==> src/rtl/booth_mul_seq.sv <==
// Sequential radix-2 Booth multiplier: signed 8x8 -> signed 16, one iteration per cycle.
// Includes the eight_bit_addsub stage that forms each partial-sum step.

module eight_bit_addsub (
    input  logic [7:0] a,
    input  logic [7:0] b,
    input  logic       opcode,
    output logic [7:0] res,
    output logic       overflow
);
    logic [7:0] w_b_eff;

    // opcode=1 computes a-b as a + ~b + 1
    assign w_b_eff  = opcode ? ~b : b;
    assign res      = a + w_b_eff + {7'd0, opcode};
    assign overflow = (a[7] == w_b_eff[7]) && (res[7] != a[7]);
endmodule

module booth_mul_seq (
    input  logic        clk,
    input  logic        rst,
    input  logic        start,
    input  logic [7:0]  multiplicand,
    input  logic [7:0]  multiplier,
    output logic [15:0] product,
    output logic        busy,
    output logic        done
);
    typedef enum logic [1:0] {S_IDLE, S_RUN, S_DONE} state_t;

    state_t      r_state, w_state_nxt;
    logic [7:0]  r_a, w_a_nxt;
    logic [7:0]  r_q, w_q_nxt;
    logic        r_qm1, w_qm1_nxt;
    logic [7:0]  r_m, w_m_nxt;
    logic [3:0]  r_cnt, w_cnt_nxt;
    logic [15:0] r_product, w_product_nxt;

    logic [1:0]  w_booth;
    logic        w_opcode;
    logic [7:0]  w_res;
    logic        w_ovf;
    logic [7:0]  w_s;
    logic        w_t;

    assign w_booth  = {r_q[0], r_qm1};
    assign w_opcode = (w_booth == 2'b10);

    eight_bit_addsub u_addsub (
        .a        (r_a),
        .b        (r_m),
        .opcode   (w_opcode),
        .res      (w_res),
        .overflow (w_ovf)
    );

    // The true sign of A+-M is res[7]^overflow; this keeps M=-128 correct.
    always_comb begin
        w_s = r_a;
        w_t = r_a[7];
        if (w_booth == 2'b01 || w_booth == 2'b10) begin
            w_s = w_res;
            w_t = w_res[7] ^ w_ovf;
        end
    end

    always_comb begin
        w_state_nxt   = r_state;
        w_a_nxt       = r_a;
        w_q_nxt       = r_q;
        w_qm1_nxt     = r_qm1;
        w_m_nxt       = r_m;
        w_cnt_nxt     = r_cnt;
        w_product_nxt = r_product;
        case (r_state)
            S_IDLE: begin
                if (start) begin
                    w_a_nxt     = 8'd0;
                    w_q_nxt     = multiplier;
                    w_qm1_nxt   = 1'b0;
                    w_m_nxt     = multiplicand;
                    w_cnt_nxt   = 4'd0;
                    w_state_nxt = S_RUN;
                end
            end
            S_RUN: begin
                w_a_nxt   = {w_t, w_s[7:1]};
                w_q_nxt   = {w_s[0], r_q[7:1]};
                w_qm1_nxt = r_q[0];
                w_cnt_nxt = r_cnt + 4'd1;
                if (r_cnt == 4'd7) begin
                    w_state_nxt   = S_DONE;
                    w_product_nxt = {w_t, w_s[7:1], w_s[0], r_q[7:1]};
                end
            end
            S_DONE: begin
                w_state_nxt = S_IDLE;
            end
            default: begin
                w_state_nxt = S_IDLE;
            end
        endcase
    end

    always_ff @(posedge clk) begin
        if (rst) begin
            r_state   <= S_IDLE;
            r_a       <= 8'd0;
            r_q       <= 8'd0;
            r_qm1     <= 1'b0;
            r_m       <= 8'd0;
            r_cnt     <= 4'd0;
            r_product <= 16'h0000;
        end else begin
            r_state   <= w_state_nxt;
            r_a       <= w_a_nxt;
            r_q       <= w_q_nxt;
            r_qm1     <= w_qm1_nxt;
            r_m       <= w_m_nxt;
            r_cnt     <= w_cnt_nxt;
            r_product <= w_product_nxt;
        end
    end

    assign product = r_product;
    assign busy    = (r_state != S_IDLE);
    assign done    = (r_state == S_DONE);
endmodule
==> config.mk <==
export PLATFORM = sky130hd
export DESIGN_NAME = booth_mul_seq
export DESIGN_NICKNAME = d
export VERILOG_FILES = /design/src/rtl/booth_mul_seq.sv
export SDC_FILE = /design/constraint.sdc
export NUM_CORES = 1
export LEC_CHECK = 0
export ABC_CLOCK_PERIOD_IN_PS = 2800
export CORE_MARGIN = 1
export CORE_UTILIZATION = 43
export DETAILED_ROUTE_END_ITERATION = 6
export HOLD_SLACK_MARGIN = 0.05
export MAX_ROUTING_LAYER = met4
export PLACE_DENSITY = 0.72
export SLEW_MARGIN = 20
export SYNTH_ARGS = -nofsm -noshare
export SYNTH_HDL_FRONTEND = slang
export SYNTH_HIERARCHICAL = 1
export SYNTH_SLANG_ARGS = --single-unit
==> constraint.sdc <==
create_clock -name clk -period 2.8 [get_ports clk]
set_input_delay 0.56 -clock clk [delete_from_list [all_inputs] [get_ports clk]]
set_output_delay 0.56 -clock clk [all_outputs]
set_load 0.005 [all_outputs]
==> flow_summary.yaml <==
# synthesis and place-and-route metrics
status:
  status: "completed"
sta:
  worstMarginPinSlew_ns: 0.677
  skew_ns: 0.00776
  setup_violations: 0
  fin_tns_setup_ns: 0
  final-hold-violation-count: 0
  relSlewSlack_pct: 54.8
  min_period_ns: 2.56
  fin_crit_sh_pct: 91.4
  fmax_mhz: 391
  fin_ws_ns: 0.241
  rsz0062_at_grt: "false"
  slew_viol_final: 0
synth:
  syn-mean-instance-area_um2: 9.34
  ys_area_um2: 2380
  synth_area_um2: 2380
  ys_seq_share_pct: 39.5
  numSynthFlops: 47
  synthArstFlopShare_pct: 0
  ys_warn_count: 6
  netlist.area_leader.share_pct: 39.5
  synthCells: 255
  ys_cells: 255
  fp_nets: 283
  synth-edff-count: 0
  area_leaders: "dfxtp_1, a21oi_1, a22o_1"
  synth_cell_types: 51
  ff_type: "dfxtp_1"
  largest_area_cell: "dfxtp_1"
clocking:
  cts.path.max_buffers: 2
  h-tree-depth: 2
  cts_hold_buffers: 0
  cts.sinks: 47
  cts_buffers: 5
  root_buffer: "clkbuf_8"
  cts_tree: "built"
  insertion_delay_ns: 0.30
  clkSlewWorstSetupHoldPaths_ns: 0.08
final_layout:
  n_antenna_cell: 0
  area_delta_synth_final_pct: 20.8
  fin_nets: 314
  drive_gt1_share_pct: 12.5
  fillers: 504
setup_path:
  path_class: "reg2reg"
  crit_arrival_ns: 2.77
  crit_buf_inv: 0
  critPathTopFamily: "AND-OR/OR-AND gates"
  start_kind: "flop"
  cp.required_ns: 3.01
  max_stage_delay_ns: 0.41
  crit_chain: "ha_4, xor2_1, ha_1, a21oi_1, o221ai_2, a31oi_4, mux2i_1, xor2_1, mux2i_1, o31ai_1"
  cp_slowest_cell: "dfxtp_1"
  worstSetupEndpointType: "flop"
  crit_fanout: 8
global_routing:
  grt_pass1_wl_mm: 8.87
  antenna_found_initial: 0
  grt_pass1_vias: 1947
  gr-total-overflow: 0
  grt_max_degree: 23
detailed_routing:
  drt-total-wl_mm: 5.08
  first_iter_violations: 105
  ant_nets: 0
  viasPerCell: 5.36
  route.detailed.drc: 0
  firstDrtPassIters: 4
floorplanning:
  design.core.area_um2: 5200
  io_pins: 37
  die_x_um: 76.4
  die_area_um2: 5840
  die_h_um: 76.4
  rows: 26
  initCoreUtil_pct: 45.8
placed_design:
  portBuffers: 36
  gp_congestion: 0.914
  pre_cts_ws_ns: 0.161
  dp_hpwl_mm: 3.58
hold_path:
  min_path_type: "reg2reg"
flow_run:
  warning_count: 26
  maxCapViolCount: 0
pwr:
  p_leak_nw: 1.18
  power_density_nw_per_um2: 525
  irDropWorstVdd_uv: 519
layer usage:
metal	global-route usage (%)	up-vias	share of wire [%]
li1	-	957	-
met1	21.6	910	44
met2	34.3	37	51
met3	4.07	10	3.6
met4	7.50	0	1.6
met5	-	-	0
logic make-up (layout without fill, tap and decap cells):
kind of cell / after synthesis / count (layout) / synth area share (%)
mux: 11 / 11 / 5.04
flops: 47 / 47 / 39.5
buf+inv: 25 / 57 / 6.51
xor+xnor: 13 / 13 / 4.78
fa+ha+maj: 9 / 9 / 5.04
simple gates: 86 / 86 / 19.7
compound gates: 64 / 64 / 19.4
area by class of cell:
cell class                      count  area [um2]  area share, %
Multi-Input combinational cell    183        1300           45.1
Sequential cell                    47         941           32.7
Timing Repair Buffer               41         398           13.8
Tap cell                           70        87.6           3.04
Clock buffer                        6        82.6           2.87
Clock inverter                      2        35.0           1.22
Inverter                            8        35.0           1.22
timing repair:
item,in CTS,in global routing
hold endpoints to repair,0,0
resized,0,2
endpoints found under the setup margin,0,4
setup buffers,0,0
worst register-to-register path: stages, from the launching register on:
cell	delay, ns
dfxtp_1	0.41
ha_4	0.24
xor2_1	0.17
ha_1	0.30
a21oi_1	0.24
o221ai_2	0.19
a31oi_4	0.25
mux2i_1	0.25
xor2_1	0.15
mux2i_1	0.09
o31ai_1	0.19
stage by stage:
step	instance area [um2]	util [%]	power (mW)	hold slack, ns	instances
6_report	2880	55.3	1.51	0.473	357
2_1_floorplan	2380	-	0.939	0.448	255
3_5_place_dp	2750	52.8	1.01	0.451	349
5_1_grt	2880	55.3	1.59	0.489	357
4_1_cts	2870	55.0	1.51	0.476	357
3_3_place_gp	2750	52.8	1.00	0.454	349
power by group:
group | internal [mW] | switching [mW]
logic | 0.135 | 0.146
clock network | 0.289 | 0.222
registers | 0.694 | 0.0239
synthesized netlist by cell type (2+ instances only):
cell,count
a211oi_1,2
a21oi_1,28
a22o_1,13
and3_1,2
buf_2,6
buf_4,2
buf_6,4
clkbuf_1,4
dfxtp_1,47
ha_1,8
inv_1,7
mux2_2,5
mux2i_1,5
nand2_1,27
nand2b_1,6
nand3_1,9
nor2_1,14
nor3_1,8
o211ai_1,2
o21ai_0,2
o21ba_1,4
o2bb2ai_1,4
or2_2,2
or3b_2,6
xor2_1,12
cells in the final DEF, fill, tap and decap left out, types with 4 or more instances in the layout:
master,count
a21oi_1,28
a22o_1,13
buf_4,5
clkbuf_8,6
clkdlybuf4s50_1,36
dfxtp_1,47
ha_1,7
inv_1,7
mux2_2,5
mux2i_1,5
nand2_1,27
nand2b_1,6
nand3_1,9
nor2_1,14
nor3_1,8
o21ba_1,4
o2bb2ai_1,4
or3b_2,6
xor2_1,12
worst paths after layout:
path,end,slack [ns],depth (start not counted),startpoint
setup / recovery,r_a[7],0.24,10,r_q[0]
hold / removal,product[9],0.47,1,product[9]
setup reg to reg,r_a[7],0.24,10,r_q[0]
hold reg to reg,product[9],0.47,1,product[9]
sequential cells by signal, indices dropped and copies added (netlist names):
signal / count
product: 16
r_a: 8
r_cnt: 4
r_m: 8
r_q: 8
r_qm1: 1
r_state: 2
==> images/clock_wires.png <==
The bar under the picture is 20 um long.
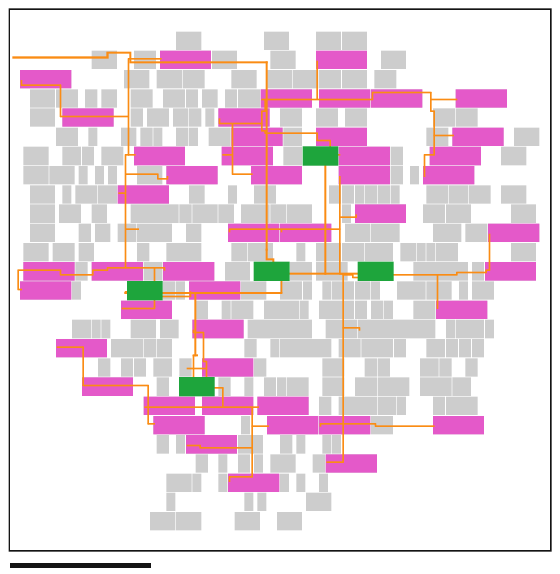
magenta -> flip-flops  # count 47
orange -> clock wires  # length 536 um
green -> clock-net drivers  # count 5
routed clock nets = 6
flops lie = all over the die

==> images/congestion_map.png <==
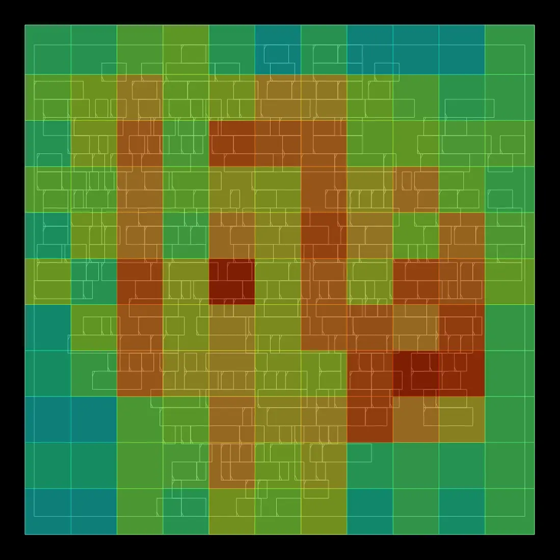
Final Core Density: 55.3%
global-route usage over all layers: 19.5%

==> images/layers.png <==
The bar under the picture is 20 um long.
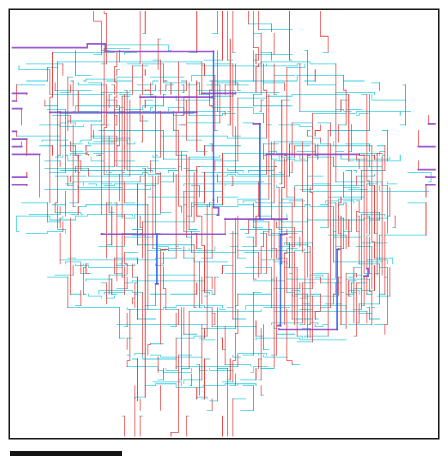
cyan -> M1  # wire length 2220 um
red -> M2  # wire length 2590 um
purple -> M3  # wire length 182 um
blue -> M4  # wire length 83.0 um
Wirelength per Cell: 14.2 um
DR vias: 1914

==> images/pinout.png <==
Pins as bars across the die edge, other pins in gray.
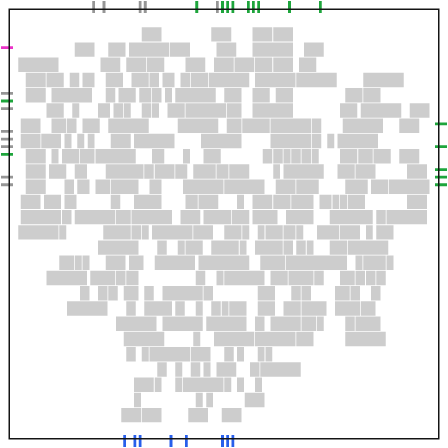
green -> `product`  # pins 16, direction output, edge 9 north, 5 east, 2 west
magenta -> `clk`  # pins 1, direction input, edge west
blue -> `multiplicand`  # pins 8, direction input, edge south

==> images/ff_map.png <==
Other sequential cells in the stronger gray, the rest of the logic in the fainter gray.
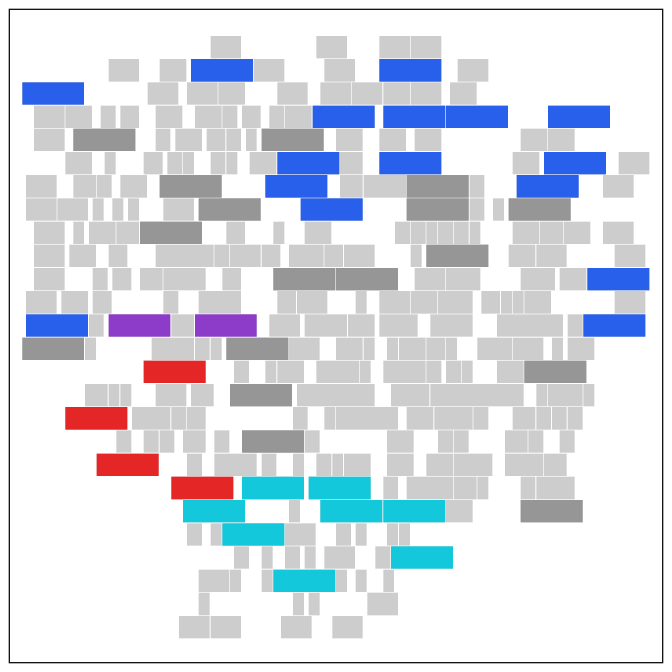
red -> `r_cnt`  # sequential cells 4
purple -> `r_state`  # sequential cells 2
cyan -> `r_m`  # sequential cells 8, where south
blue -> `product`  # sequential cells 16
not colored = 17

Power and IR drop assume default switching activity.
